--- src/rtl/i2s_mic_array_rx_if.sv ---
// Completed-frame handshake between the mic array receiver and its consumer.
// The master drives frame_data/frame_vld, and the slave returns frame_rdy.
interface i2s_mic_array_rx_if #(
   parameter int FRAME_W = 144
) ();
   logic [FRAME_W-1:0] frame_data;
   logic               frame_vld;
   logic               frame_rdy;

   modport master (output frame_data, output frame_vld, input frame_rdy);
   modport slave  (input frame_data, input frame_vld, output frame_rdy);
endinterface

--- src/rtl/i2s_mic_array_rx.sv ---
// I2S / left-justified master receiver for a MEMS mic array.
// Generates sck/ws from clk and packs one frame of 2*NUM_LINES samples.
//
// state  | meaning
// S_IDLE | disabled; sck low, ws high, counters cleared
// S_LEAD | divider running, waiting for the first sck falling edge
// S_RUN  | framing active; ws follows the sck cycle index, data captured
module i2s_mic_array_rx #(
   parameter int NUM_LINES = 3,
   parameter int DATA_W    = 24,
   parameter int SLOT_W    = 32,
   parameter int SCK_DIV   = 4,
   parameter int FMT_LJ    = 0
) (
   input  logic                 clk,
   input  logic                 rst_n,
   input  logic                 i_en,
   input  logic [NUM_LINES-1:0] i_mic_sdin,
   output logic                 o_mic_sck,
   output logic                 o_mic_ws,
   output logic                 o_overrun,
   input  logic                 i_ovr_clr,
   i2s_mic_array_rx_if.master   frm
);
   localparam int FRAME_W = 2 * NUM_LINES * DATA_W;
   localparam int DIV_W   = $clog2(SCK_DIV);
   localparam int N_W     = $clog2(2 * SLOT_W) + 1;
   localparam int OFF     = (FMT_LJ != 0) ? 0 : 1;

   localparam logic [DIV_W-1:0] DIV_RISE = DIV_W'(SCK_DIV / 2 - 1);
   localparam logic [DIV_W-1:0] DIV_LAST = DIV_W'(SCK_DIV - 1);
   localparam logic [N_W-1:0]   L_FIRST  = N_W'(OFF);
   localparam logic [N_W-1:0]   L_END    = N_W'(OFF + DATA_W);
   localparam logic [N_W-1:0]   R_FIRST  = N_W'(SLOT_W + OFF);
   localparam logic [N_W-1:0]   R_END    = N_W'(SLOT_W + OFF + DATA_W);
   localparam logic [N_W-1:0]   R_LAST   = N_W'(SLOT_W + OFF + DATA_W - 1);
   localparam logic [N_W-1:0]   N_HALF   = N_W'(SLOT_W);
   localparam logic [N_W-1:0]   N_LAST   = N_W'(2 * SLOT_W - 1);

   if ((SCK_DIV < 2) || ((SCK_DIV % 2) != 0)) begin : g_bad_div
      $error("SCK_DIV must be even and at least 2");
   end
   if ((DATA_W < 2) || (DATA_W > SLOT_W - OFF)) begin : g_bad_width
      $error("DATA_W does not fit in the slot for this format");
   end

   typedef enum logic [1:0] {
      S_IDLE = 2'd0,
      S_LEAD = 2'd1,
      S_RUN  = 2'd2
   } state_t;

   state_t               r_state;
   state_t               w_state_nxt;
   logic [DIV_W-1:0]     r_div;
   logic                 r_sck;
   logic                 r_ws;
   logic [N_W-1:0]       r_n;
   logic [N_W-1:0]       w_n_nxt;
   logic                 w_rise;
   logic                 w_wrap;
   logic                 w_sample;
   logic                 w_take_l;
   logic                 w_take_r;
   logic                 w_last;
   logic                 r_done;
   logic [DATA_W-1:0]    r_sh_l [NUM_LINES];
   logic [DATA_W-1:0]    r_sh_r [NUM_LINES];
   logic [FRAME_W-1:0]   w_pack;
   logic [FRAME_W-1:0]   r_frame_data;
   logic                 r_frame_vld;
   logic                 r_overrun;

   always_ff @(posedge clk or negedge rst_n) begin
      if (!rst_n) begin
         r_state <= S_IDLE;
      end else begin
         r_state <= w_state_nxt;
      end
   end

   always_comb begin
      w_state_nxt = r_state;
      w_rise      = (r_div == DIV_RISE);
      w_wrap      = (r_div == DIV_LAST);
      w_sample    = 1'b0;
      w_n_nxt     = '0;
      w_take_l    = 1'b0;
      w_take_r    = 1'b0;
      w_last      = 1'b0;
      case (r_state)
         S_IDLE: if (i_en) w_state_nxt = S_LEAD;
         S_LEAD: begin
            if (!i_en)       w_state_nxt = S_IDLE;
            else if (w_wrap) w_state_nxt = S_RUN;
         end
         S_RUN: begin
            if (!i_en) w_state_nxt = S_IDLE;
            w_sample = i_en && w_rise;
            w_n_nxt  = (r_n == N_LAST) ? '0 : r_n + N_W'(1);
         end
         default: w_state_nxt = S_IDLE;
      endcase
      // Slot bits outside the captured window (I2S lead bit, padding) are skipped.
      w_take_l = w_sample && (r_n >= L_FIRST) && (r_n < L_END);
      w_take_r = w_sample && (r_n >= R_FIRST) && (r_n < R_END);
      w_last   = w_sample && (r_n == R_LAST);
   end

   // ws only changes on falling sck edges; n counts sck cycles within the frame.
   always_ff @(posedge clk or negedge rst_n) begin
      if (!rst_n) begin
         r_div <= '0;
         r_sck <= 1'b0;
         r_ws  <= 1'b1;
         r_n   <= '0;
      end else if (!i_en) begin
         r_div <= '0;
         r_sck <= 1'b0;
         r_ws  <= 1'b1;
         r_n   <= '0;
      end else begin
         r_div <= w_wrap ? '0 : r_div + DIV_W'(1);
         if (w_rise) begin
            r_sck <= 1'b1;
         end else if (w_wrap) begin
            r_sck <= 1'b0;
         end
         if (w_wrap) begin
            r_n  <= w_n_nxt;
            r_ws <= (w_n_nxt >= N_HALF);
         end
      end
   end

   always_ff @(posedge clk or negedge rst_n) begin
      if (!rst_n) begin
         for (int i = 0; i < NUM_LINES; i++) begin
            r_sh_l[i] <= '0;
            r_sh_r[i] <= '0;
         end
         r_done <= 1'b0;
      end else if (!i_en) begin
         for (int i = 0; i < NUM_LINES; i++) begin
            r_sh_l[i] <= '0;
            r_sh_r[i] <= '0;
         end
         r_done <= 1'b0;
      end else begin
         for (int i = 0; i < NUM_LINES; i++) begin
            if (w_take_l) r_sh_l[i] <= {r_sh_l[i][DATA_W-2:0], i_mic_sdin[i]};
            if (w_take_r) r_sh_r[i] <= {r_sh_r[i][DATA_W-2:0], i_mic_sdin[i]};
         end
         r_done <= w_last;
      end
   end

   always_comb begin
      w_pack = '0;
      for (int i = 0; i < NUM_LINES; i++) begin
         w_pack[(2 * i) * DATA_W +: DATA_W]     = r_sh_l[i];
         w_pack[(2 * i + 1) * DATA_W +: DATA_W] = r_sh_r[i];
      end
   end

   // A finished frame always lands, even when the previous one is still pending.
   always_ff @(posedge clk or negedge rst_n) begin
      if (!rst_n) begin
         r_frame_data <= '0;
         r_frame_vld  <= 1'b0;
         r_overrun    <= 1'b0;
      end else begin
         if (r_done) begin
            r_frame_data <= w_pack;
            r_frame_vld  <= 1'b1;
         end else if (r_frame_vld && frm.frame_rdy) begin
            r_frame_vld  <= 1'b0;
         end
         if (r_done && r_frame_vld && !frm.frame_rdy) begin
            r_overrun <= 1'b1;
         end else if (i_ovr_clr) begin
            r_overrun <= 1'b0;
         end
      end
   end

   assign o_mic_sck      = r_sck;
   assign o_mic_ws       = r_ws;
   assign o_overrun      = r_overrun;
   assign frm.frame_data = r_frame_data;
   assign frm.frame_vld  = r_frame_vld;
endmodule
--- src/flat_wrapper.sv ---
// flat-port wrapper written by rule: the top's interface ports become plain ports
module i2s_mic_array_rx_flat 
#(
   parameter int NUM_LINES = 3,
   parameter int DATA_W    = 24,
   parameter int SLOT_W    = 32,
   parameter int SCK_DIV   = 4,
   parameter int FMT_LJ    = 0
)
  (clk, rst_n, i_en, i_mic_sdin, o_mic_sck, o_mic_ws, o_overrun, i_ovr_clr, frm_frame_data, frm_frame_vld, frm_frame_rdy);
  i2s_mic_array_rx_if frm_i ();
  input  logic clk;
  input  logic rst_n;
  input  logic i_en;
  input  logic [NUM_LINES-1:0] i_mic_sdin;
  output logic o_mic_sck;
  output logic o_mic_ws;
  output logic o_overrun;
  input  logic i_ovr_clr;
  output wire logic [$bits(frm_i.frame_data)-1:0] frm_frame_data;
  output wire logic [$bits(frm_i.frame_vld)-1:0] frm_frame_vld;
  input wire logic [$bits(frm_i.frame_rdy)-1:0] frm_frame_rdy;
  assign frm_frame_data = frm_i.frame_data;
  assign frm_frame_vld = frm_i.frame_vld;
  assign frm_i.frame_rdy = frm_frame_rdy;
  i2s_mic_array_rx #(.NUM_LINES(NUM_LINES), .DATA_W(DATA_W), .SLOT_W(SLOT_W), .SCK_DIV(SCK_DIV), .FMT_LJ(FMT_LJ)) u_core (.clk(clk), .rst_n(rst_n), .i_en(i_en), .i_mic_sdin(i_mic_sdin), .o_mic_sck(o_mic_sck), .o_mic_ws(o_mic_ws), .o_overrun(o_overrun), .i_ovr_clr(i_ovr_clr), .frm(frm_i));
endmodule
--- config.mk ---
export PLATFORM = sky130hd
export DESIGN_NAME = i2s_mic_array_rx_flat
export DESIGN_NICKNAME = d
export VERILOG_FILES = /design/src/rtl/i2s_mic_array_rx_if.sv /design/src/rtl/i2s_mic_array_rx.sv /design/src/flat_wrapper.sv
export SDC_FILE = /design/constraint.sdc
export NUM_CORES = 1
export LEC_CHECK = 0
export CORE_MARGIN = 3
export CORE_UTILIZATION = 57
export DETAILED_ROUTE_END_ITERATION = 10
export DONT_BUFFER_PORTS = 1
export PLACE_DENSITY_LB_ADDON = 0.1
export SYNTH_ARGS = -nofsm -noshare
export SYNTH_HDL_FRONTEND = slang
export SYNTH_SLANG_ARGS = --single-unit
--- constraint.sdc ---
create_clock -name clk -period 1.9 [get_ports clk]
set_clock_uncertainty 0.1 [all_clocks]
set_input_delay 0.285 -clock clk [delete_from_list [all_inputs] [get_ports clk]]
set_output_delay 0.285 -clock clk [all_outputs]
set_load 0.01 [all_outputs]
Fig. 1: run 1, signal wires on met1
The bar under the picture is 50 um long. Supply wires on this layer in grey.
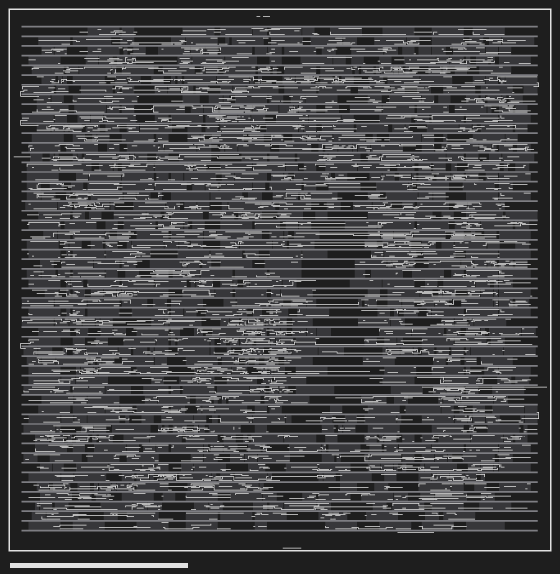
main direction = horizontal
nets with wire on the layer = 997
longest straight run = 35.0 um
wire length on this layer = 10,500 um
share of all routed wire = 41%

Fig. 2: run 1, met2 routing
The bar under the picture is 50 um long.
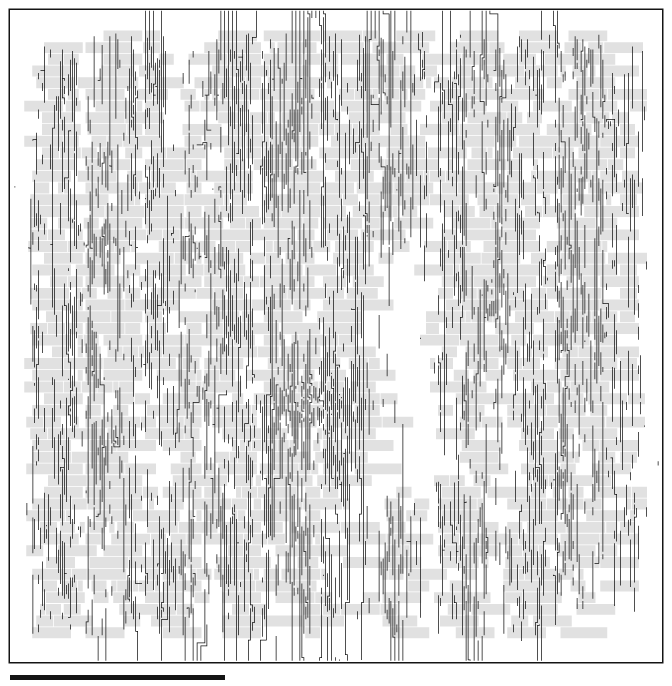
wire length on this layer = 12,700 um
longest straight run = 71.4 um
main direction = vertical
share of all routed wire = 50%
nets with wire on the layer = 997

Fig. 3: run 1, cells by drive strength
The bar under the picture is 50 um long.
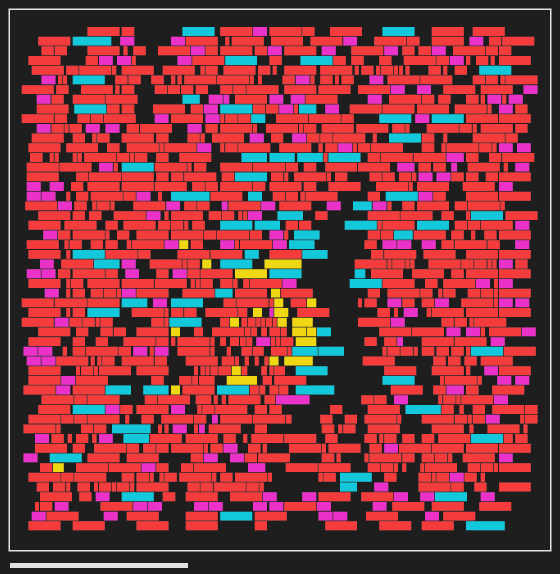
red -> x1 and smaller  # cells 812, share 77%
yellow -> x3 and x4  # cells 22, share 2.1%
cyan -> x6 and larger  # cells 69, share 6.5%
magenta -> x2  # cells 157, share 15%
count of plain and timing-repair buffers: 197
setup ws final: -0.220 ns
Layout area overhead: 27.1%
final standard cell area without fillers: 15,300 sq um

==> summary.txt, run 1 <==
The full implementation flow was run.

In this run the remaining antenna-violating nets after routing total 0. The number of synthesized flops with an enable pin stands at 0. From the final report, the count of setup violators was given as 143.

The sequential cell count of the final layout stands at 304. Clock buffers in the final layout number about 43. For the final routed database, the setup TNS stands at -15.88 ns.

The count of routing violations after the opening detailed-route iteration stands at 319. Per the synthesis report, the XOR/XNOR share of the synthesized area is 0.0725%. The quantity of I/O buffers inserted on ports stands at 0.

The number of gates resized after CTS stands at 6. The compound-cell area share of the yosys netlist stands at around 1.1%. The filler cell count stands at approximately 1,300. The number of antenna violations at the first check in global routing is 1. The storage element area stands at 7610 sq um.

The multi-input combinational cell count stands at 496. The power density over the cells stands at 836 nW/um^2. STA classifies the critical path startpoint as a register. The number of levels the H-tree was split into stands at 1. The largest net degree at the start of global routing stands at 305. The maximum number of buffers from clock root to sink stands at 3. The run finished, with violations left. By startpoint and endpoint, the worst setup path is classified as reg2reg. The post-route fraction of the period consumed by the critical path stands at 112%. STA classifies the critical path endpoint as a register. The core region is around 20,000 sq um. sky130_fd_sc_hd__dfrtp_1 is the most common cell in the netlist. The OpenROAD warning count stands at 40. For reference, the mux area share after synthesis is 25.6%. Clock tree synthesis found a total of 304 sinks. In the layout the commonest cells are sky130_fd_sc_hd__dfrtp_1 (302), sky130_fd_sc_hd__dlygate4sd3_1 (156), sky130_fd_sc_hd__nand2_1 (155).

The final critical-path required period stands at 2.12 ns. Summed over all nets, the half-perimeter wirelength after detailed placement is 13.9 mm. The initial standard-cell utilization of the core stands at 58.9%. Each instance of the synthesized netlist takes up on average 14.1 sq um. According to the floorplan report, the total die area is 23,000 sq um. For reference, the top cells by count after synthesis are sky130_fd_sc_hd__dfrtp_1 (303), sky130_fd_sc_hd__nand2_1 (155), sky130_fd_sc_hd__mux2i_1 (146). The layout summary lists the proportion of cells stronger than drive strength 1 as 23.4%. The flow reports an fmax of around 470 MHz. Among logic cells in the layout, the one with the most instances is sky130_fd_sc_hd__dfrtp_1. The post-route total power stands at 12.8 mW.

STA reports the tightest min-delay check as being of type in2async. IR analysis of the VDD net gives a maximum drop of about 680 uV. The worst relative slew slack stands at 70.8%. The share of flip-flops with an asynchronous set or reset after synthesis stands at 100%. The flip-flop count of the largest register, all copies and words added stands at 144. Sequential cells make up around 50% of the cell area. The final report lists a non-filler cell total of about 1,300. The OpenROAD report gives the critical path a data arrival time of around 2.5 ns.

The first global-routing pass estimated slightly above 40 mm of wire. The number of global-route vias before repair stands at between 7,000 and 8,000. Sequential cells were found to cover between 60 and 70% of the synthesized design area. STA puts the critical path data required time at 2.26 ns. The leakage component of the power stands at 7.18 nW. The cell count after placement stands at 1,102. The max-cap violation count stands at 0. The clock-pin slew reported for the worst setup and hold paths after clock tree synthesis stands at 0.06 ns. Summed over all routing layers, the global router reports a total usage of 21.5%.

The iteration count recorded for the first detailed-route pass is 6. Yosys attributes the largest share of cell area to sky130_fd_sc_hd__dfrtp_1 (63%), sky130_fd_sc_hd__mux2_2 (14%), sky130_fd_sc_hd__mux2i_1 (12%). The clock latency on the worst-skew pair stands at 0.55 ns. For this run, the share of the core covered by cells in the final layout is 74.9%. The synthesized design devotes to its leading area cell type between 60% and 70% of total area. The area taken by multi-input combinational cells is reported as just over 4000 sq um.

Per the synthesis report, the simple-gate share of the synthesized area is 6.11%. Setup repair after global routing could not meet its margin everywhere. The final layout report lists a non-clock inverter count of 7. The overall via count from detail_route stands at 7,254. By area, the combinational part of the netlist is dominated by multiplexers. The final tally of hold violations stands at 304. After synthesis the cells add up to 12,100 sq um. The slack of the critical path stands at -0.220 ns. Synthesis inferred 304 register bits.

The number of distinct standard cells referenced by the synthesized netlist stands at 35. The commonest register cell is sky130_fd_sc_hd__dfrtp_1. For this run, the script counts the antenna cells in the layout as 1. The number of standard-cell rows in the floorplan stands at 52. The final reports fail on hold timing, setup timing.

The global-route congestion overflow total stands at 0. Max fanout on the critical path was recorded as 6. The setup fix buffers added after clock tree synthesis stands at 1. The average detailed-routed wire length per instance stands at a little under 20 um. Routability-driven placement finished with a final weighted congestion of 0.832. The number of ports placed on the die boundary stands at 156. The tightest hold margin stands at -0.666 ns.

In the routed design, unresolved DRC markers number 0. The vertical die dimension stands at 152 um. The final-stage net count stands at 1,050. The slew at the pin closest to its max-slew limit stands at 0.438 ns. In this run the cell area measured after placement is 12,400 sq um. The number of buffers inserted for hold repair after clock tree synthesis stands at 155.

The cell sitting at the root of the clock tree is a sky130_fd_sc_hd__clkbuf_16. TritonCTS built the clock tree. The warning tally printed by Yosys for this design is 0. In this run, the synthesized area fraction spent on adder and majority cells is recorded as less than 1%. The number of cell instances after yosys synthesis stands at 859. Clock cells make up 6.90% of the layout cell area. The clock buffer count from CTS stands at 31.

From left edge to right edge, the die measures about 150 um. Dividing the detail-routed via count by the number of cells gives 5.45. The post-placement setup slack stands at -0.154 ns. When the netlist entered floorplanning its net count stood at 872.

Of all cell types, the one taking the most synthesized area is sky130_fd_sc_hd__dfrtp_1. The max-slew violation count stands at 0. The data-path buffer share of cell area in the final layout stands at between 10% and 20%.

The number of well-tap cells placed stands at around 270. The final wirelength stands at between 20 and 30 mm. The area of the synthesized netlist per yosys stat stands at 12,100 sq um.

The class occupying the most area after layout is reported as sequential cells. The layout report gives the multi-input gate share of total cell area as 26.7%. The number of instances in the synthesized netlist stands at 859.
==> run 1: worst max-delay path: stages (launching register included) <==
cell                        delay (ns)
sky130_fd_sc_hd__dfrtp_1          0.41
sky130_fd_sc_hd__ha_4             0.16
sky130_fd_sc_hd__or4_4            0.43
sky130_fd_sc_hd__mux2i_4          0.16
sky130_fd_sc_hd__or3b_4           0.23
sky130_fd_sc_hd__buf_12           0.16
sky130_fd_sc_hd__clkbuf_16        0.16
sky130_fd_sc_hd__mux2i_1          0.22
==> run 1: layer usage <==
metal | part of all wire [%] | vias up | track usage (%)
met3 | 7.8 | 28 | 6.90
met4 | 1.5 | 0 | 4.85
met2 | 50 | 171 | 36.3
met5 | 0 | - | 0
met1 | 41 | 3746 | 27.5
li1 | - | 3309 | -
==> run 1: final timing paths <==
check,end,cells after the start,from,slack (ns)
worst max-delay path,u_core.r_sh_r[63]$_DFFE_PN0P_,7,u_core.r_n[0]$_DFFE_PN0P_,-0.22
max in group asynchronous,u_core.r_sh_l[39]$_DFFE_PN0P_,0,rst_n,1.97
worst min register to register,u_core.r_div[0]$_DFF_PN0_,1,u_core.r_div[0]$_DFF_PN0_,0.37
worst min-delay path,u_core.r_div[0]$_DFF_PN0_,0,rst_n,-0.67
min in group clk,u_core.r_n[6]$_DFFE_PN0P_,3,i_en,0.36
worst max register to register,u_core.r_sh_r[63]$_DFFE_PN0P_,7,u_core.r_n[0]$_DFFE_PN0P_,-0.22
==> run 1: where the power goes <==
group	leakage [nW]	total, mW	internal (mW)	switching, mW
registers	4.24	6.50	6.49	0.0115
clock network	0.523	6.27	3.83	2.44
logic	2.42	0.0657	0.0321	0.0336
total	7.18	12.8	10.3	2.49
Fig. 4: run 1, layout detail
The bar under the picture is 10 um long. Window x 56 to 96, y 25 to 65 um. Cells in grey, sequential cells in the stronger grey; small squares are vias.
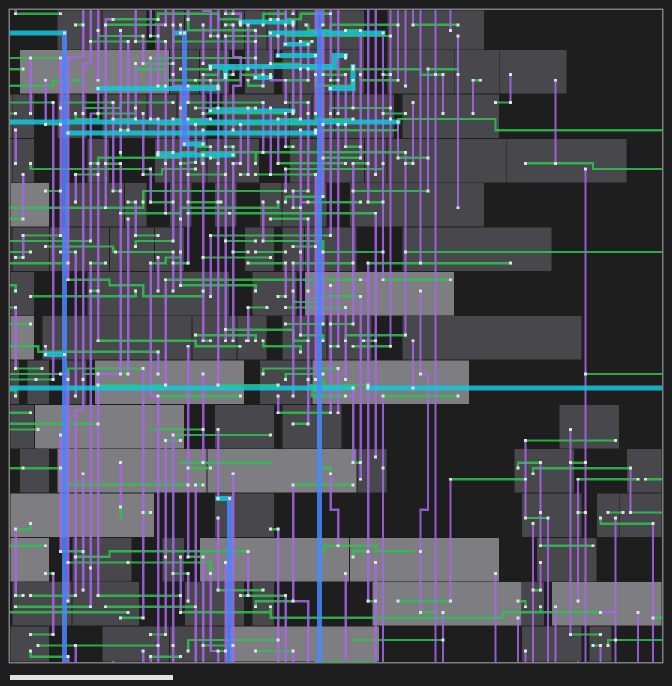

==> run 2: changes to the inputs <==
CORE_UTILIZATION = 45   (was 57)
CTS_CLUSTER_SIZE = 24   (was not set)
Fig. 5: run 2, layout detail
The bar under the picture is 10 um long. Window x 65 to 105, y 31 to 71 um. Cells in grey, sequential cells in the stronger grey; small squares are vias.
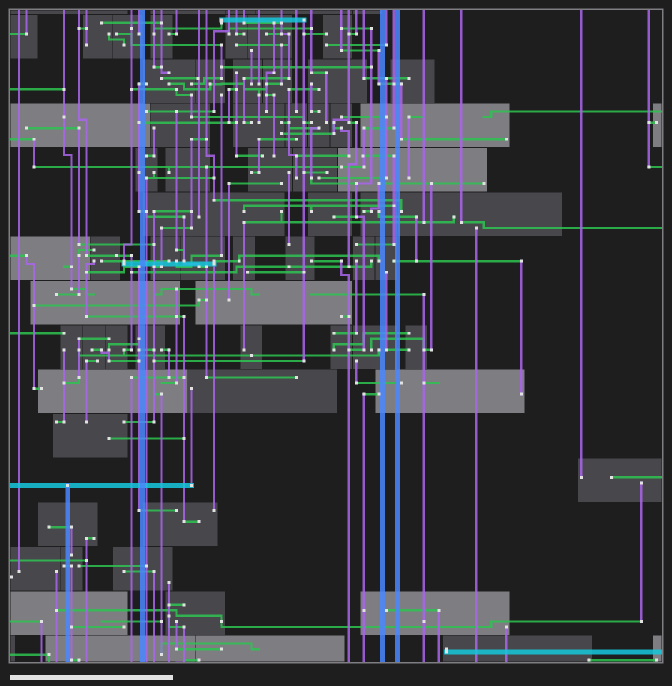
cyan -> M3
blue -> M4
green -> M1
purple -> M2
cells with their middle in the window = 62
most frequent = dfrtp_1 (11), nand2_1 (7)
sequential cells in the window = 12
netlist names of flops here include = `u_core.r_sh_l` (4), `u_core.r_div` (2), `u_core.r_n` (2)

Fig. 6: run 2, cells by drive strength
The bar under the picture is 50 um long.
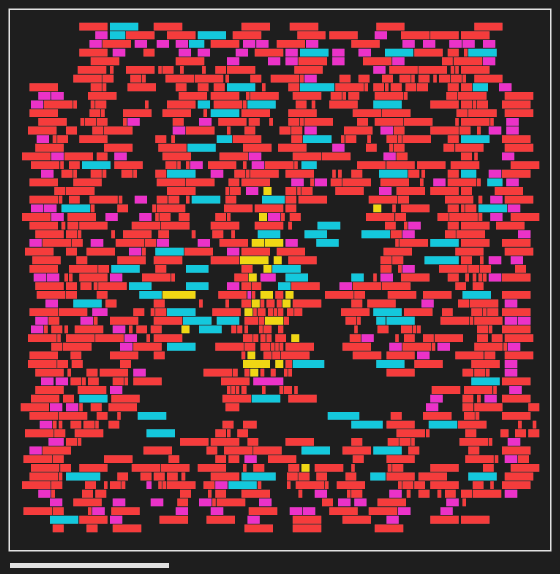
count of plain and timing-repair buffers: 118
setup ws final: -0.159 ns
Layout area overhead: 22.1%
final standard cell area without fillers: 14,700 sq um

==> run 2 against run 1 <==
  * The flow still finishes with violations (hold timing, setup timing)
  * Maximum frequency increased by 3.0%
  * Critical path depth increased by 1
  * Register-to-register slack improved by 0.06 ns
  * Total power increased by 3.8%
  * Worst hold slack improved by 0.054 ns
  * Sequential share of layout area increased by 2.0 points
  * Area after synthesis unchanged
  * Critical path type unchanged
==> summary.txt, run 2 <==
The full implementation flow was run.

The adder and majority cell fraction of the synthesized area stands at 0.518% (unchanged). The clock root buffer was sky130_fd_sc_hd__clkbuf_16 (unchanged). The area used by multi-input combinational logic stands at 4080 sq um (was 4100 sq um). The data required time of the critical path stands at 2.18 ns (was 2.26 ns). Cell types with the highest counts after synthesis: sky130_fd_sc_hd__dfrtp_1 (303), sky130_fd_sc_hd__nand2_1 (155), sky130_fd_sc_hd__mux2i_1 (146) (unchanged).

The max-slew violation count stands at 0 (unchanged). The kind of start point of the critical path is a register (unchanged). The final tally of hold violations stands at 304 (unchanged).

The leading register cell type out of synthesis was sky130_fd_sc_hd__dfrtp_1 (unchanged). The setup TNS was -16.86 ns (was -15.88 ns). The end point of the critical path is u_core.r_sh_l[44]$_DFFE_PN0P_ (was u_core.r_sh_r[63]$_DFFE_PN0P_).

The vertical die dimension stands at 170 um (was 152 um). The area of the mapped netlist stands at 12,100 sq um (unchanged). The kind of end point of the critical path is a register (unchanged).

The number of levels the H-tree was split into was 2 (was 1). Largest cells by area after synthesis: sky130_fd_sc_hd__dfrtp_1 (63%), sky130_fd_sc_hd__mux2_2 (14%), sky130_fd_sc_hd__mux2i_1 (12%) (unchanged). The tightest hold margin stands at -0.612 ns (was -0.666 ns). The critical path class is reg2reg (unchanged). The met2 usage is 27.8% (was 36.3%).

The detailed-router iteration count before antenna repair stands at 4 (was 6). The largest non-sequential cell family by area is multiplexers (unchanged). The final-stage net count was 974 (was 1,050). Cell-by-cell trace of the critical path: ha_4, or4_4, mux2i_2, buf_4, nor3_4, buf_12, clkbuf_16, mux2i_1 (was ha_4, or4_4, mux2i_4, or3b_4, buf_12, clkbuf_16, mux2i_1). The maximum number of buffers from clock root to sink is 3 (unchanged).

The most utilized layer in the global route result was met2 (unchanged). The xor/xnor share of the synthesized area was 0.0725% (unchanged). The number of signal-net inverters in the final layout came to 7 (unchanged). Failing checks: hold timing, setup timing (unchanged).

The placeable core area stands at 26,200 sq um (was 20,500 sq um). The count of routing violations after the opening detailed-route iteration is 397 (was 319). The number of antenna violations at the first check in global routing was 1 (unchanged).

The number of clock buffers in the layout stands at 47 (was 43). The maximum operating frequency stands at 486 MHz (was 472 MHz). The number of diodes stands at 1 (unchanged). The clock buffer count from CTS stands at 34 (was 31). The number of buffers inserted for hold repair after clock tree synthesis stands at 82 (was 155).

The worst hold-check path type was in2async (unchanged). The cell family contributing the most delay on the critical path is buffers and inverters (was simple AND/OR/NAND/NOR gates). The slew at the pin closest to its max-slew limit was 0.834 ns (was 0.438 ns). The met1 track demand over resource in global routing is 21.8% (was 27.5%).

The cell count along the critical path came to 8 (was 7). The biggest cell category by area in the final layout is sequential cells (unchanged). Outcome: complete, but fails checks (unchanged). The number of synthesized register bits stands at 304 (unchanged).

The data-path buffer share of cell area in the final layout stands at 9.72% (was 14.4%). The post-route fraction of the period consumed by the critical path stands at 108% (was 112%). The register-to-register path setup slack stands at -0.16 ns (was -0.22 ns). The post-route core utilization stands at 56.2% (was 74.9%). The worst-case vdd ir drop stands at 550 uV (was 684 uV). Top Layout Cells: sky130_fd_sc_hd__dfrtp_1 (302), sky130_fd_sc_hd__nand2_1 (155), sky130_fd_sc_hd__mux2_2 (145) (was sky130_fd_sc_hd__dfrtp_1 (302), sky130_fd_sc_hd__dlygate4sd3_1 (156), sky130_fd_sc_hd__nand2_1 (155)).

The max-cap violation count stands at 0 (unchanged). The worst relative slew slack was 44.4% (was 70.8%). The fraction of standard cell area that is sequential stands at 51.7% (was 49.6%). The number of standard-cell rows in the floorplan is 59 (was 52). The area fraction of the dominant cell type after synthesis stands at 62.8% (unchanged). The global-route wire length before repair stands at 40.1 mm (was 40.2 mm).

The area of the die stands at 28,800 sq um (was 23,000 sq um). The average vias per placed instance stands at 5.26 (was 5.45). The storage element area stands at 7610 sq um (unchanged). The total track usage was 17.2% (was 21.5%). The number of nets still failing antenna checks after routing stands at 0 (unchanged). The number of global-route vias before repair came to 7,427 (was 7,806). The share of final-layout standard cells stronger than drive strength 1 stands at 25.2% (was 23.4%). The horizontal die size came to 170 um (was 152 um). The area of the synthesized netlist per yosys stat was 12,100 sq um (unchanged). Setup repair after global routing missed its margin: yes (unchanged). The slack of the critical path stands at -0.159 ns (was -0.220 ns). The compound-cell area share of the yosys netlist stands at 1.09% (unchanged). The overall via count from detail_route came to 6,933 (was 7,254).

The relative area of clock buffers and inverters in the final design stands at 7.90% (was 6.90%). The final critical-path required period stands at 2.06 ns (was 2.12 ns). The multiplexer share of the synthesized area stands at 25.6% (unchanged). The leakage component of the power is 7.09 nW (was 7.18 nW). The multi-input combinational cell count stands at 496 (unchanged).

The number of failing setup endpoints in the final timing report stands at 144 (was 143). The initial standard-cell utilization of the core came to 46.1% (was 58.9%). The register share after synthesis was 63.0% (unchanged).

The number of instances in the synthesized netlist stands at 859 (unchanged). The global-route congestion overflow total stands at 0 (unchanged). The destination of the worst register-to-register timing path is u_core.r_sh_l[44]$_DFFE_PN0P_ (was u_core.r_sh_r[63]$_DFFE_PN0P_). The biggest fanout along the worst timing path stands at 10 (was 6). The maximum cell stage delay along the critical path stands at 0.41 ns (was 0.43 ns). The flip-flop count of the largest register, all copies and words added was 144 (unchanged).

The detailed-placement wirelength estimate came to 13.8 mm (was 13.9 mm). The critical path startpoint was u_core.r_n[0]$_DFFE_PN0P_ (unchanged). The number of distinct standard cells referenced by the synthesized netlist came to 35 (unchanged). The quantity of I/O buffers inserted on ports stands at 0 (unchanged).

The clock latency on the worst-skew pair is 0.50 ns (was 0.55 ns). The number of synthesized flops with an enable pin stands at 0 (unchanged). The sequential cell count of the final layout was 304 (unchanged).

The routability-driven placement congestion ratio stands at 0.808 (was 0.832). The average detailed-routed wire length per instance is 19.1 um (was 19.3 um). The most used standard cell by instance count after synthesis is sky130_fd_sc_hd__dfrtp_1 (unchanged). The number of warning messages in the yosys log is 0 (unchanged). The simple logic cell fraction of the synthesized area stands at 6.11% (unchanged). The share of flip-flops with an asynchronous set or reset after synthesis came to 100% (unchanged).

The number of well-tap cells placed was 335 (was 270). The power density over the cells stands at 904 nW/um^2 (was 836 nW/um^2). The number of cell instances after yosys synthesis is 859 (unchanged).

The mean instance size in the synthesized netlist stands at 14.1 sq um (unchanged). The filler cell count was 2,122 (was 1,281). The met3 routing resource usage after global routing is 5.52% (was 6.90%). The worst-case reg-to-reg path depth is 8 (was 7).

The sink count of the clock tree was 304 (unchanged). The launching point of the worst reg2reg path is u_core.r_n[0]$_DFFE_PN0P_ (unchanged). The number of buffer and inverter instances along the worst setup path stands at 3 (was 2).

The clock tree from TritonCTS was built (unchanged). The signal arrival time at the worst endpoint was 2.34 ns (was 2.48 ns). The largest net degree at the start of global routing was 305 (unchanged). The OpenROAD warning count came to 36 (was 40). The most frequently placed logic cell in the final layout was sky130_fd_sc_hd__dfrtp_1 (unchanged). The number of ports placed on the die boundary was 156 (unchanged). The clock-pin slew reported for the worst setup and hold paths after clock tree synthesis is 0.06 ns (about the same). The fraction of area in multi-input gates came to 27.7% (was 26.7%). The final wirelength stands at 25.2 mm (was 25.6 mm). The library cell occupying the most area in the post-synthesis netlist was sky130_fd_sc_hd__dfrtp_1 (unchanged). The number of nets produced by synthesis stands at 872 (unchanged). The detailed-route DRC error count stands at 0 (unchanged). The cell with the biggest individual delay on the critical path is sky130_fd_sc_hd__dfrtp_1 (was sky130_fd_sc_hd__or4_4).
Fig. 7: run 2, met2 routing
The bar under the picture is 50 um long.
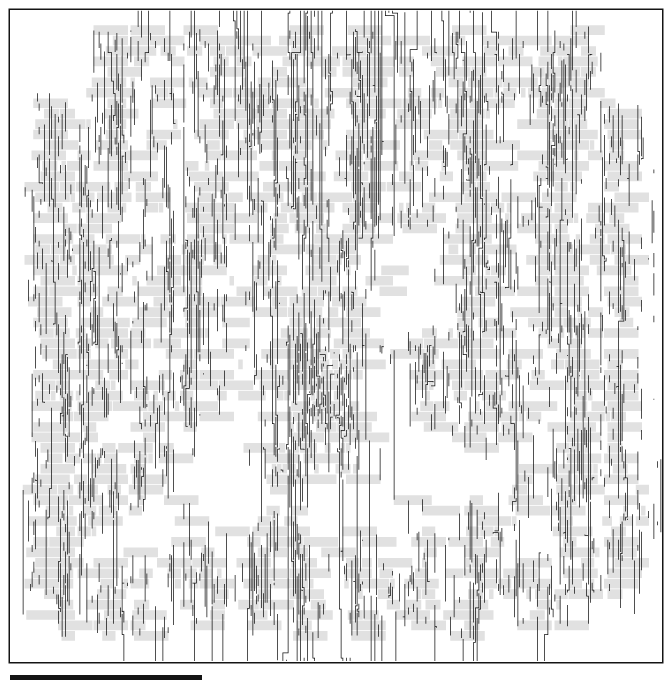
wire length on this layer = 12,100 um
main direction = vertical

run 2: cell types whose count changed in the layout (fill, tap and decap cells not counted), moves of 3 or more:
cell                            before  now
sky130_fd_sc_hd__dlygate4sd3_1     156   81
sky130_fd_sc_hd__clkbuf_16          37   42
sky130_fd_sc_hd__clkinv_2            6    1
sky130_fd_sc_hd__clkbuf_1            8    4
sky130_fd_sc_hd__clkbuf_8            4    8
sky130_fd_sc_hd__clkinvlp_4          0    4
sky130_fd_sc_hd__buf_12             15   12
run 2: kinds of logic after synthesis:
kind of cell               Yosys count
buffers and inverters               59
DFF                                304
xor gates and xnor gates             1
adders and majority gates            5
muxes                              291
AOI/OAI and AO/OA                   19
and+or+nand+nor                    180
run 2: report_power, final:
part           switching (mW)  internal, mW  total [mW]
Combinational          0.0574        0.0312      0.0886
Clock                    2.52          4.22        6.74
Sequential             0.0118          6.49        6.50
run 2: metrics by stage:
step	total power [mW]	cell area (sq um)	worst slack, ns	instances
2_1_floorplan	6.69	12100	-0.0475	859
3_3_place_gp	6.66	12300	-0.108	1160
3_5_place_dp	6.66	12300	-0.174	1160
4_1_cts	13.5	14500	-0.166	1306
5_1_grt	13.8	14700	-0.255	1318
6_report	13.3	14700	-0.159	1318
run 2: what timing repair did:
item                                    in CTS  in global routing
setup buffers                                6                  4
endpoints found under the setup margin     144                146
pin swaps                                    3                  1
endpoints found under the hold margin      463                304
cloned                                       3                  8
gates resized                               15                  6
run 2: per-layer routing:
layer / routed length (um) / up-vias
li1: - / 3143
met1: 10500 / 3601
met2: 12100 / 150
met3: 1940 / 39
met4: 710 / 0
met5: 0 / -
Fig. 8: run 2, signal wires on met1
The bar under the picture is 50 um long. Supply wires on this layer in grey.
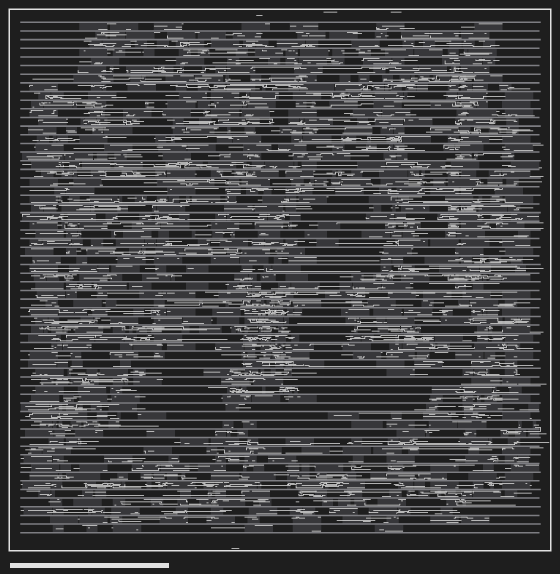

==> run 3: changes to the inputs <==
GPL_ROUTABILITY_DRIVEN = 0   (was not set)
REMOVE_ABC_BUFFERS = 1   (was not set)
Fig. 9: run 3, signal wires on met1
The bar under the picture is 50 um long. Supply wires on this layer in grey.
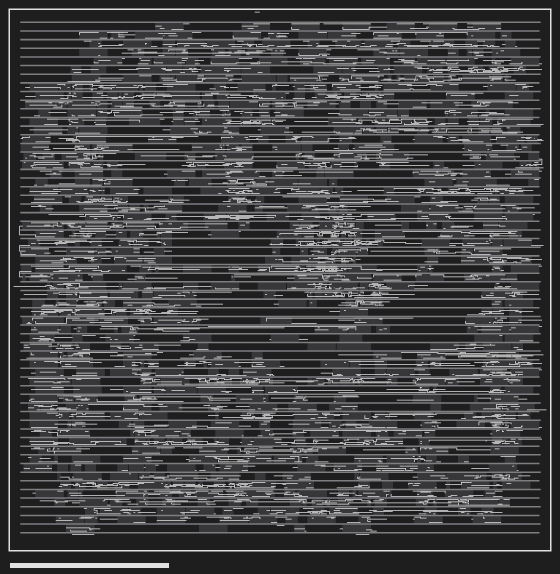
longest straight run = 51.5 um
nets with wire on the layer = 947

Fig. 10: run 3, met2 routing
The bar under the picture is 50 um long.
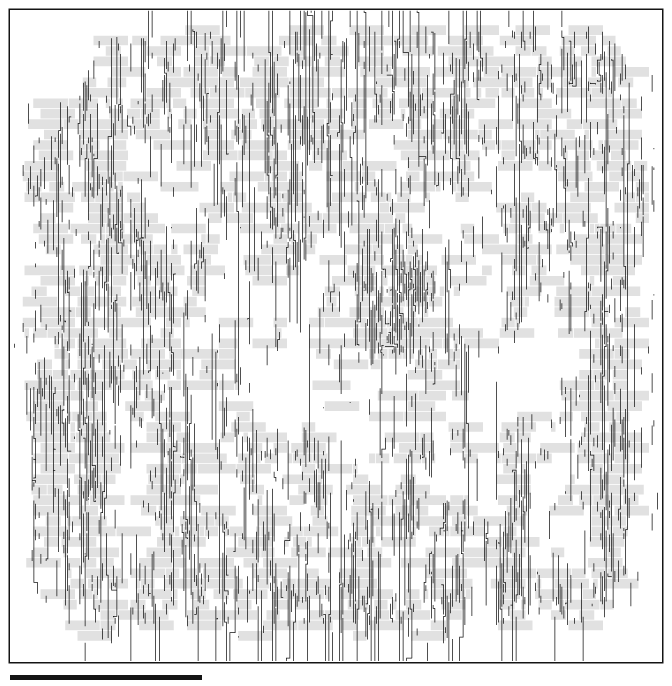
Global Route met2 Usage: 29.1%
via count: 7,071
detailed-route wire length: 25.1 mm

Fig. 11: run 3, cells by drive strength
The bar under the picture is 50 um long.
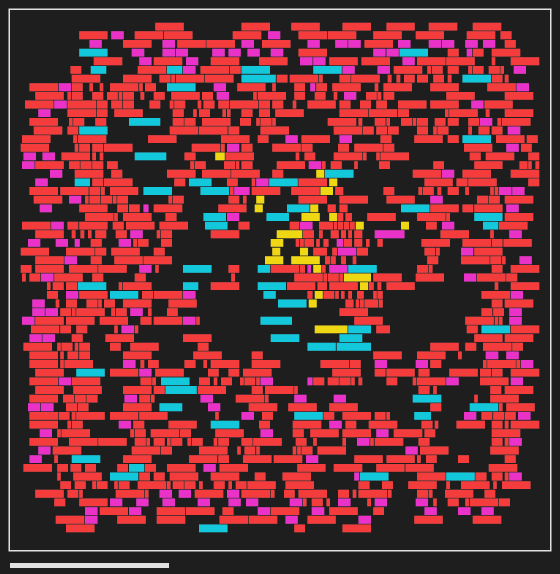
setup ws final: -0.154 ns
final standard cell area without fillers: 14,800 sq um
count of plain and timing-repair buffers: 152
Layout area overhead: 23.0%

==> run 3 against run 2 <==
  * The flow still finishes with violations (hold timing, setup timing)
  * Sequential share of layout area down 0.39 points
  * Non-clock buffer count up 34
  * Cell count increased by 2.3%
  * Area after synthesis stayed put
  * Wire length shrank 0.34%
  * Die size unchanged
  * Critical path depth shrank 1
  * Utilization up 0.42 points
  * Register-to-register slack is essentially flat
  * Sequential power hardly changed
  * Via count grew 2.0%
  * Highest routed layer unchanged
==> summary.txt, run 3 <==
The full implementation flow was run.

Outcome: complete, but fails checks (unchanged). Failing checks: hold timing, setup timing (unchanged). The met3 routing resource usage after global routing stands at 4.82% (was 5.52%).

The leading register cell type out of synthesis is sky130_fd_sc_hd__dfrtp_1 (unchanged). The combinational share of power was 0.6% (was 0.7%). The number of global-route vias before repair is 7,815 (was 7,427).

The count of routing violations after the opening detailed-route iteration stands at 409 (was 397). The most utilized layer in the global route result was met2 (unchanged). The number of levels the H-tree was split into stands at 1 (was 2). Largest cells by area after synthesis: sky130_fd_sc_hd__dfrtp_1 (63%), sky130_fd_sc_hd__mux2_2 (14%), sky130_fd_sc_hd__mux2i_1 (12%) (unchanged).

The register-to-register path setup slack was -0.15 ns (was -0.16 ns). The slew at the pin closest to its max-slew limit is 0.643 ns (was 0.834 ns). The sequential cell fraction of total power was 52.1% (was 48.8%). Cell types with the highest counts after synthesis: sky130_fd_sc_hd__dfrtp_1 (303), sky130_fd_sc_hd__nand2_1 (155), sky130_fd_sc_hd__mux2i_1 (146) (unchanged). The sink count of the clock tree stands at 304 (unchanged). The biggest power consumer among the groups was sequential cells (was clock).

The most frequently placed logic cell in the final layout is sky130_fd_sc_hd__dfrtp_1 (unchanged). The tightest hold margin is -0.660 ns (was -0.612 ns). The detailed-route DRC error count was 0 (unchanged). The max-cap violation count was 0 (unchanged).

The area of the die stands at 28,800 sq um (unchanged). The filler cell count came to 2,149 (was 2,122). The number of synthesized register bits stands at 304 (unchanged). The number of failing setup endpoints in the final timing report stands at 144 (unchanged).

The share of flip-flops with an asynchronous set or reset after synthesis was 100% (unchanged). The total track usage stands at 17.1% (was 17.2%). The post-route core utilization stands at 56.7% (was 56.2%). The number of distinct standard cells referenced by the synthesized netlist stands at 35 (unchanged). The switching share of power is 19.9% (was 19.4%).

The register share after synthesis was 63.0% (unchanged). The global-route congestion overflow total was 0 (unchanged). The worst hold-check path type was in2async (unchanged). The worst relative slew slack was 57.2% (was 44.4%). The clock latency on the worst-skew pair stands at 0.54 ns (was 0.50 ns).

The xor/xnor share of the synthesized area was 0.0725% (unchanged). The final tally of hold violations is 304 (unchanged). The number of synthesized flops with an enable pin stands at 0 (unchanged). The kind of end point of the critical path was a register (unchanged). The largest non-sequential cell family by area is multiplexers (unchanged). The post-placement setup slack was -0.194 ns (was -0.174 ns). The number of antenna violations at the first check in global routing is 0 (was 1). The area of the synthesized netlist per yosys stat stands at 12,100 sq um (unchanged).

The number of instances in the synthesized netlist stands at 859 (unchanged). The post-route fraction of the period consumed by the critical path came to 108% (about the same). The cell count after placement stands at 1,160 (unchanged). The average vias per placed instance stands at 5.25 (was 5.26). The clock buffer count from CTS stands at 31 (was 34).

The destination of the worst register-to-register timing path is u_core.r_sh_r[6]$_DFFE_PN0P_ (was u_core.r_sh_l[44]$_DFFE_PN0P_). The simple logic cell fraction of the synthesized area was 6.11% (unchanged). The maximum operating frequency stands at 487 MHz (was 486 MHz). The number of nets still failing antenna checks after routing is 0 (unchanged). The share of final-layout standard cells stronger than drive strength 1 came to 23.4% (was 25.2%). The quantity of I/O buffers inserted on ports stands at 0 (unchanged).

Top Layout Cells: sky130_fd_sc_hd__dfrtp_1 (302), sky130_fd_sc_hd__nand2_1 (154), sky130_fd_sc_hd__mux2_2 (145) (was sky130_fd_sc_hd__dfrtp_1 (302), sky130_fd_sc_hd__nand2_1 (155), sky130_fd_sc_hd__mux2_2 (145)). The detailed-placement wirelength estimate stands at 13.3 mm (was 13.8 mm). The signal arrival time at the worst endpoint stands at 2.41 ns (was 2.34 ns). The library cell occupying the most area in the post-synthesis netlist was sky130_fd_sc_hd__dfrtp_1 (unchanged).

The part of the power in the clock network was 47.3% (was 50.6%). The vertical die dimension was 170 um (unchanged). The multiplexer share of the synthesized area came to 25.6% (unchanged). The maximum number of buffers from clock root to sink was 3 (unchanged). The number of buffers inserted for hold repair after clock tree synthesis is 123 (was 82). The final-stage net count came to 1,005 (was 974). The clock-pin slew reported for the worst setup and hold paths after clock tree synthesis stands at 0.06 ns (about the same). The slack of the critical path stands at -0.154 ns (was -0.159 ns). The number of warning messages in the yosys log is 0 (unchanged).

The average detailed-routed wire length per instance came to 18.7 um (was 19.1 um). The number of gates resized after CTS stands at 4 (was 15). The data required time of the critical path stands at 2.26 ns (was 2.18 ns). The critical path class is reg2reg (unchanged). The area fraction of the dominant cell type after synthesis is 62.8% (unchanged). The clock tree from TritonCTS is built (unchanged). The total clock network power came to 5.91 mW (was 6.74 mW). The worst-case reg-to-reg path depth is 7 (was 8). The number of ports placed on the die boundary is 156 (unchanged). The power in combinational cells stands at roughly 0.078 mW. The detailed-router iteration count before antenna repair stands at 4 (unchanged). The launching point of the worst reg2reg path was u_core.r_n[0]$_DFFE_PN0P_ (unchanged). The mean instance size in the synthesized netlist was 14.1 sq um (unchanged). The final critical-path required period was 2.05 ns (was 2.06 ns). Setup repair after global routing missed its margin: yes (unchanged).

The worst-case vdd ir drop was 558 uV (was 550 uV). The placeable core area stands at 26,200 sq um (unchanged). The number of standard-cell rows in the floorplan came to 59 (unchanged). The number of cell instances after yosys synthesis was 859 (unchanged).

The kind of start point of the critical path is a register (unchanged). The placed cell area stands at 12,300 sq um (about the same). The met1 track demand over resource in global routing stands at 21.8% (about the same). The global-route wire length before repair is 40.7 mm (was 40.1 mm).

The number of diodes stands at 0 (was 1). The power density over the cells stands at 841 nW/um^2 (was 904 nW/um^2). The largest net degree at the start of global routing stands at 305 (unchanged). The compound-cell area share of the yosys netlist stands at 1.09% (unchanged). The setup fix buffers added after clock tree synthesis was 2 (was 6).

The filler-free cell count of the finished design stands at 1,348 (was 1,318). The OpenROAD warning count is 36 (unchanged). The total net switching power is 2.48 mW (was 2.59 mW). The area of the mapped netlist is 12,100 sq um (unchanged). The clock root buffer was sky130_fd_sc_hd__clkbuf_16 (unchanged). The sequential group power came to 6.50 mW (about the same). The initial standard-cell utilization of the core was 46.1% (unchanged). The most used standard cell by instance count after synthesis was sky130_fd_sc_hd__dfrtp_1 (unchanged). The post-route total power stands at 12.5 mW (was 13.3 mW). The setup TNS stands at -15.28 ns (was -16.86 ns). The leakage component of the power is 7.00 nW (was 7.09 nW). The biggest fanout along the worst timing path was 6 (was 10). The adder and majority cell fraction of the synthesized area came to 0.518% (unchanged). The flip-flop count of the largest register, all copies and words added is 144 (unchanged). The max-slew violation count is 0 (unchanged). The internal power of the cells stands at 10.0 mW (was 10.7 mW). The horizontal die size stands at 170 um (unchanged).
run 3: cell counts after synthesis:
No cell type changed its count.
run 3: area by class of cell:
cell class                 count  area [sq um]  share of cell area (%)
sequential                   304          7610                    51.3
clock inverter                11           114                   0.767
tap                          335           419                    2.82
timing repair buffer         152          1690                    11.4
clock buffer                  43           881                    5.93
inverter                       7          26.3                   0.177
multi-input combinational    496          4100                    27.6
run 3: how the worst max path moves through the flow:
stage               cells past startpoint                           from                            end  slack [ns]
floorplan                               4  u_core.r_state[1]$_DFFE_PN0P_   u_core.r_sh_l[0]$_DFFE_PN0P_       -6.91
global placement                        7      u_core.r_n[1]$_DFFE_PN0P_   u_core.r_sh_r[9]$_DFFE_PN0P_       -0.11
detailed placement                      7      u_core.r_n[1]$_DFFE_PN0P_  u_core.r_sh_r[10]$_DFFE_PN0P_       -0.19
CTS                                     8      u_core.r_n[1]$_DFFE_PN0P_   u_core.r_sh_r[1]$_DFFE_PN0P_       -0.19
global route                            8      u_core.r_n[1]$_DFFE_PN0P_   u_core.r_sh_r[6]$_DFFE_PN0P_       -0.25
finish                                  7      u_core.r_n[0]$_DFFE_PN0P_   u_core.r_sh_r[6]$_DFFE_PN0P_       -0.15
run 3: layer usage:
metal / vias up / wire [um]
li1: 3222 / -
met1: 3661 / 10500
met2: 147 / 12400
met3: 41 / 1660
met4: 0 / 504
met5: - / 0
run 3: critical path, cell delays in order (launching register included):
cell and delay, ns:
sky130_fd_sc_hd__dfrtp_1 0.41, sky130_fd_sc_hd__ha_4 0.17, sky130_fd_sc_hd__or4_4 0.43, sky130_fd_sc_hd__mux2i_4 0.15, sky130_fd_sc_hd__or3b_4 0.25, sky130_fd_sc_hd__buf_12 0.14, sky130_fd_sc_hd__buf_16 0.12, sky130_fd_sc_hd__mux2i_1 0.19

==> screenshots <==
Track usage over the die.
panel A
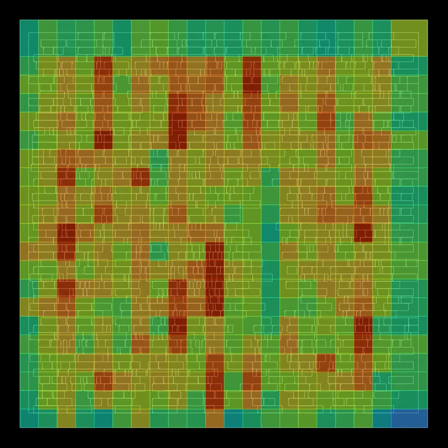
panel B
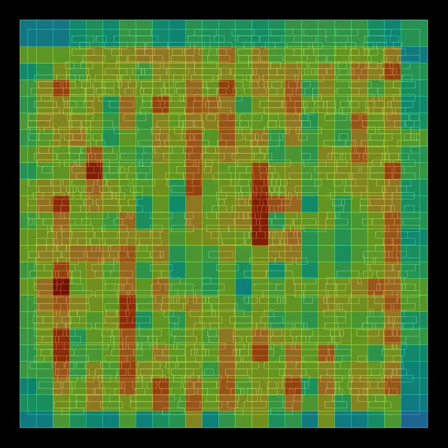
For run 1, see panel A.
For run 3, see panel B.

Power figures rest on the tool's default switching activity, not on a simulated workload.
